### src/rtl/serial_frame_rx.sv
// Serial frame receiver: one bit per clock, start bit, DATA_W data bits LSB-first,
// optional even/odd parity bit, stop bit. Registered valid/parity/framing pulses.
module serial_frame_rx #(
  parameter int unsigned DATA_W     = 8,
  parameter int unsigned PARITY_EN  = 1,
  parameter int unsigned PARITY_ODD = 0
) (
  input  logic              clk,
  input  logic              rst,
  input  logic              d,
  output logic [DATA_W-1:0] data_out,
  output logic              valid,
  output logic              par_err,
  output logic              frm_err,
  output logic              busy
);

  localparam int unsigned CNT_W = $clog2(DATA_W);

  typedef enum logic [2:0] {
    S_IDLE      = 3'd0,
    S_DATA      = 3'd1,
    S_PARITY    = 3'd2,
    S_STOP      = 3'd3,
    S_WAIT_IDLE = 3'd4
  } state_e;

  state_e              state_q, state_d;
  logic [CNT_W-1:0]    cnt_q, cnt_d;
  logic [DATA_W-1:0]   shreg_q, shreg_d;
  logic                par_bit_q, par_bit_d;
  logic [DATA_W-1:0]   data_out_q, data_out_d;
  logic                valid_q, valid_d;
  logic                par_err_q, par_err_d;
  logic                frm_err_q, frm_err_d;
  logic                busy_q, busy_d;
  logic                exp_par;

  // Parity the frame should carry, given the bits shifted in so far.
  assign exp_par = (^shreg_q) ^ 1'(PARITY_ODD);

  // State register
  always_ff @(posedge clk) begin
    if (rst) begin
      state_q <= S_IDLE;
    end else begin
      state_q <= state_d;
    end
  end

  // Next-state logic
  always_comb begin
    state_d = state_q;
    case (state_q)
      S_IDLE: begin
        if (!d) state_d = S_DATA;
      end
      S_DATA: begin
        if (cnt_q == CNT_W'(DATA_W - 1)) begin
          state_d = (PARITY_EN != 0) ? S_PARITY : S_STOP;
        end
      end
      S_PARITY: begin
        state_d = S_STOP;
      end
      S_STOP: begin
        state_d = d ? S_IDLE : S_WAIT_IDLE;
      end
      S_WAIT_IDLE: begin
        if (d) state_d = S_IDLE;
      end
      default: begin
        state_d = S_IDLE;
      end
    endcase
  end

  // Datapath and output next values
  always_comb begin
    cnt_d      = cnt_q;
    shreg_d    = shreg_q;
    par_bit_d  = par_bit_q;
    data_out_d = data_out_q;
    valid_d    = 1'b0;
    par_err_d  = 1'b0;
    frm_err_d  = 1'b0;
    busy_d     = (state_d != S_IDLE);
    case (state_q)
      S_IDLE: begin
        if (!d) cnt_d = '0;
      end
      S_DATA: begin
        shreg_d = {d, shreg_q[DATA_W-1:1]};
        cnt_d   = CNT_W'(cnt_q + CNT_W'(1));
      end
      S_PARITY: begin
        par_bit_d = d;
      end
      S_STOP: begin
        if (d) begin
          data_out_d = shreg_q;
          valid_d    = 1'b1;
          par_err_d  = (PARITY_EN != 0) ? (exp_par != par_bit_q) : 1'b0;
        end else begin
          frm_err_d  = 1'b1;
        end
      end
      default: begin
      end
    endcase
  end

  // Datapath and output registers
  always_ff @(posedge clk) begin
    if (rst) begin
      cnt_q      <= '0;
      shreg_q    <= '0;
      par_bit_q  <= 1'b0;
      data_out_q <= '0;
      valid_q    <= 1'b0;
      par_err_q  <= 1'b0;
      frm_err_q  <= 1'b0;
      busy_q     <= 1'b0;
    end else begin
      cnt_q      <= cnt_d;
      shreg_q    <= shreg_d;
      par_bit_q  <= par_bit_d;
      data_out_q <= data_out_d;
      valid_q    <= valid_d;
      par_err_q  <= par_err_d;
      frm_err_q  <= frm_err_d;
      busy_q     <= busy_d;
    end
  end

  assign data_out = data_out_q;
  assign valid    = valid_q;
  assign par_err  = par_err_q;
  assign frm_err  = frm_err_q;
  assign busy     = busy_q;

endmodule

### config.mk
export PLATFORM = sky130hd
export DESIGN_NAME = serial_frame_rx
export DESIGN_NICKNAME = d
export VERILOG_FILES = /design/src/rtl/serial_frame_rx.sv
export SDC_FILE = /design/constraint.sdc
export NUM_CORES = 1
export LEC_CHECK = 0
export ABC_AREA = 1
export CORE_MARGIN = 5
export CORE_UTILIZATION = 54
export CTS_BUF_LIST = sky130_fd_sc_hd__clkbuf_4 sky130_fd_sc_hd__clkbuf_8
export CTS_CLUSTER_SIZE = 24
export DETAILED_ROUTE_END_ITERATION = 16
export PLACE_DENSITY = 0.78
export SLEW_MARGIN = 20
export SYNTH_ARGS = -nofsm -noshare
export SYNTH_HDL_FRONTEND = slang
export SYNTH_SLANG_ARGS = --single-unit
export TNS_END_PERCENT = 1
### constraint.sdc
create_clock -name clk -period 2.6 [get_ports clk]
set_input_delay 0.39 -clock clk [delete_from_list [all_inputs] [get_ports clk]]
set_output_delay 0.39 -clock clk [all_outputs]
set_load 0.05 [all_outputs]
Fig. 1: clock routing
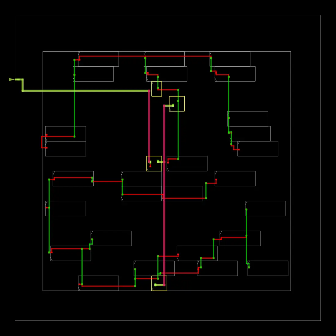
clk pwr: 0.182 mW
clk latency late pin: 330 ps
worst setup skew after layout: 13.4 ps
count of clock-net buffers in the final layout: 3

Fig. 2: placed cells, one colour a class
Scale: 4 px per um.
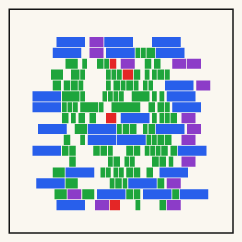
[clock drivers and dummy loads] red | cells: 4
[flip-flops] blue | cells: 27
[all other logic] green | cells: 109
[other buffers and delay cells] purple | cells: 14
final core area utilization: 0.657
Non-Filler Cell Area, Final: 0.00129 sq mm

==> Table 3: Implementation characteristics <==
Physical design parameters

Parameter                              Value

Route
  Met2 WL .................. 932 um
  Via/cell ratio .................. 5.22
  Detailed Routing Iterations Pass 1 .................. 4
  Met3 layer wire length in the routed design .................. 81 um
  Number of remaining DRC errors .................. 0
  Post-DR wirelength/cell .................. 11.3 um
  DR top layer .................. met4

Power
  Share of total power consumed by net switching .................. 0.273
  Static leakage .................. about 0.55 nW
  Reg power frac .................. 0.622
  Logic pwr share .................. 0.122
  Combinational-cell power consumption .................. ~0.087 mW
  Cell internal pwr .................. 0.516 mW
  Leading power group .................. registers
  Maximum resistive drop on vdd .................. roughly 0.00036 V

Clocking
  Number of H-tree levels .................. 1
  CTS tree .................. yes
  Reg clk slew, reported paths .................. roughly 150 ps

Synth
  Flip-flops with a built-in enable .................. 0
  Top cell type by instance count after synthesis .................. dfxtp_1
  Multiplexer share of the synthesized area .................. 0
  Cell taking the most area after synthesis .................. dfxtp_1
  Largest cells by area .................. dfxtp_1 (48%), a21oi_1 (8.5%), nand2_1 (8.4%)
  Number of different library cells in the post-synthesis netlist .................. 21
  Netlist Area Pre-Place .................. 0.00112 sq mm
  Area reported by Yosys stat .................. 0.00112 sq mm
  Area share of the largest cell type after synthesis .................. 0.482
  And-or/or-and share of the synthesized area .................. 0.200
  Gate count of the mapped netlist .................. roughly 140
  Flops out of synthesis .................. 27
  Area share of fa/ha/maj cells after synthesis .................. 0.0223

Floorplanning
  Die height .................. 55.6 um
  Horizontal extent of the die .................. 55.6 um
  Initial Util .................. 0.572
  Count of pins on the block boundary .................. 15

Placed design
  Routability Congestion .................. roughly 0.84
  Detailed placement HPWL .................. between 1000 and 1500 um
  Input/output buffers .................. 14

GRT
  Global-route wire length before repair .................. 3540 um
  Met3 demand-to-capacity share in global routing .................. 0.0371
  Total gr overflow .................. 0
  Total global-route track usage .................. 0.142

Layout
  Fraction of area in registers .................. 0.419
  Clock network area share .................. 0.0214
  Multi-input combinational area share .................. 0.366
  Most frequent logic cells in the routed design .................. dfxtp_1 (27), nand2_1 (25), a21oi_1 (19)
  Area delta synth->final .................. 14.8%
  Area share of buffers outside the clock network .................. 0.109
  Number of filler instances in the final layout .................. approximately 170
  Storage element area .................. 541 sq um

Status
  Result of the run .................. completed

Worst setup path
  Category of the critical setup timing path .................. reg -> out
  Launch instance of the worst register-to-register path .................. cnt_q[0]$_SDFFE_PP0P_
  Largest fanout on the critical path .................. 2
  Cells traversed along the worst timing path .................. clkdlybuf4s50_1
  Kind of start point of the critical path .................. flop
  Capture point of the worst path .................. data_out[7]
  Critical Path Slowest Stage Cell .................. clkdlybuf4s50_1
  Required @ worst endpoint .................. between 2000 and 2500 ps
  Worst Reg2Reg Path Length in Cells .................. 7

STA
  RSZ-0062 raised after global routing .................. false
  Number of endpoints failing setup at the final stage .................. 0
  Measured slew at the worst slew-check pin .................. 500 ps
  Clock period minus final worst setup slack .................. 1900 ps
  Max Fclk .................. 0.526 GHz
  Number of pins with negative max-slew slack in the final report .................. 0

Job
  OpenROAD warnings .................. 26
Fig. 3: signal wires on met3
Scale: 6 px per um.
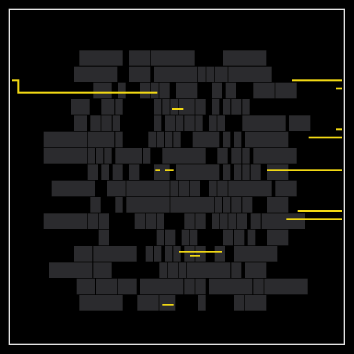
share of all routed wire: 4.0%
main direction: horizontal
via count: 944
total wire length: 2040 um

Fig. 4: clock network drawn from the DEF
Scale: 8 px per um.
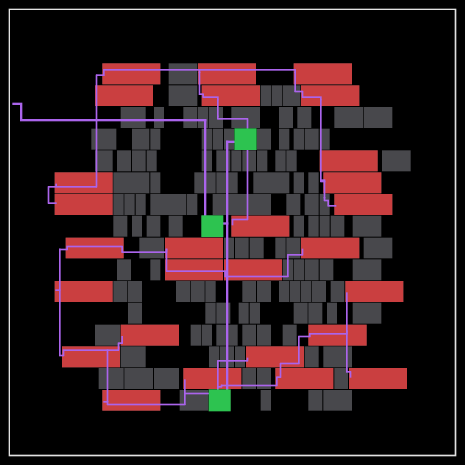
[clock wires] purple | length: 305 um
[cells driving clock nets] green | count: 3
[flip-flops] red | count: 27
flops lie: all over the die
share of power burned in the clock network: 0.256

==> metrics by stage <==
step / cell area, sq um / hold WS (ps) / worst slack (ps) / std cells / power [mW]
3_5_place_dp: 1260 / 462 / 752 / 177 / 0.536
5_1_grt: 1290 / 509 / 622 / 181 / 0.747
3_3_place_gp: 1260 / 459 / 817 / 177 / 0.532
2_1_floorplan: 1120 / 433 / 1530 / 140 / 0.516
4_1_cts: 1290 / 486 / 686 / 181 / 0.715
6_report: 1290 / 482 / 699 / 181 / 0.709
==> flip-flops by register name (all words and copies together), names as in the netlist <==
name / cells
state_q: 3
valid: 1
busy: 1
data_out: 8
frm_err: 1
par_err: 1
par_bit_q: 1
cnt_q: 3
shreg_q: 8
Power figures rest on the tool's default switching activity, not on a simulated workload.
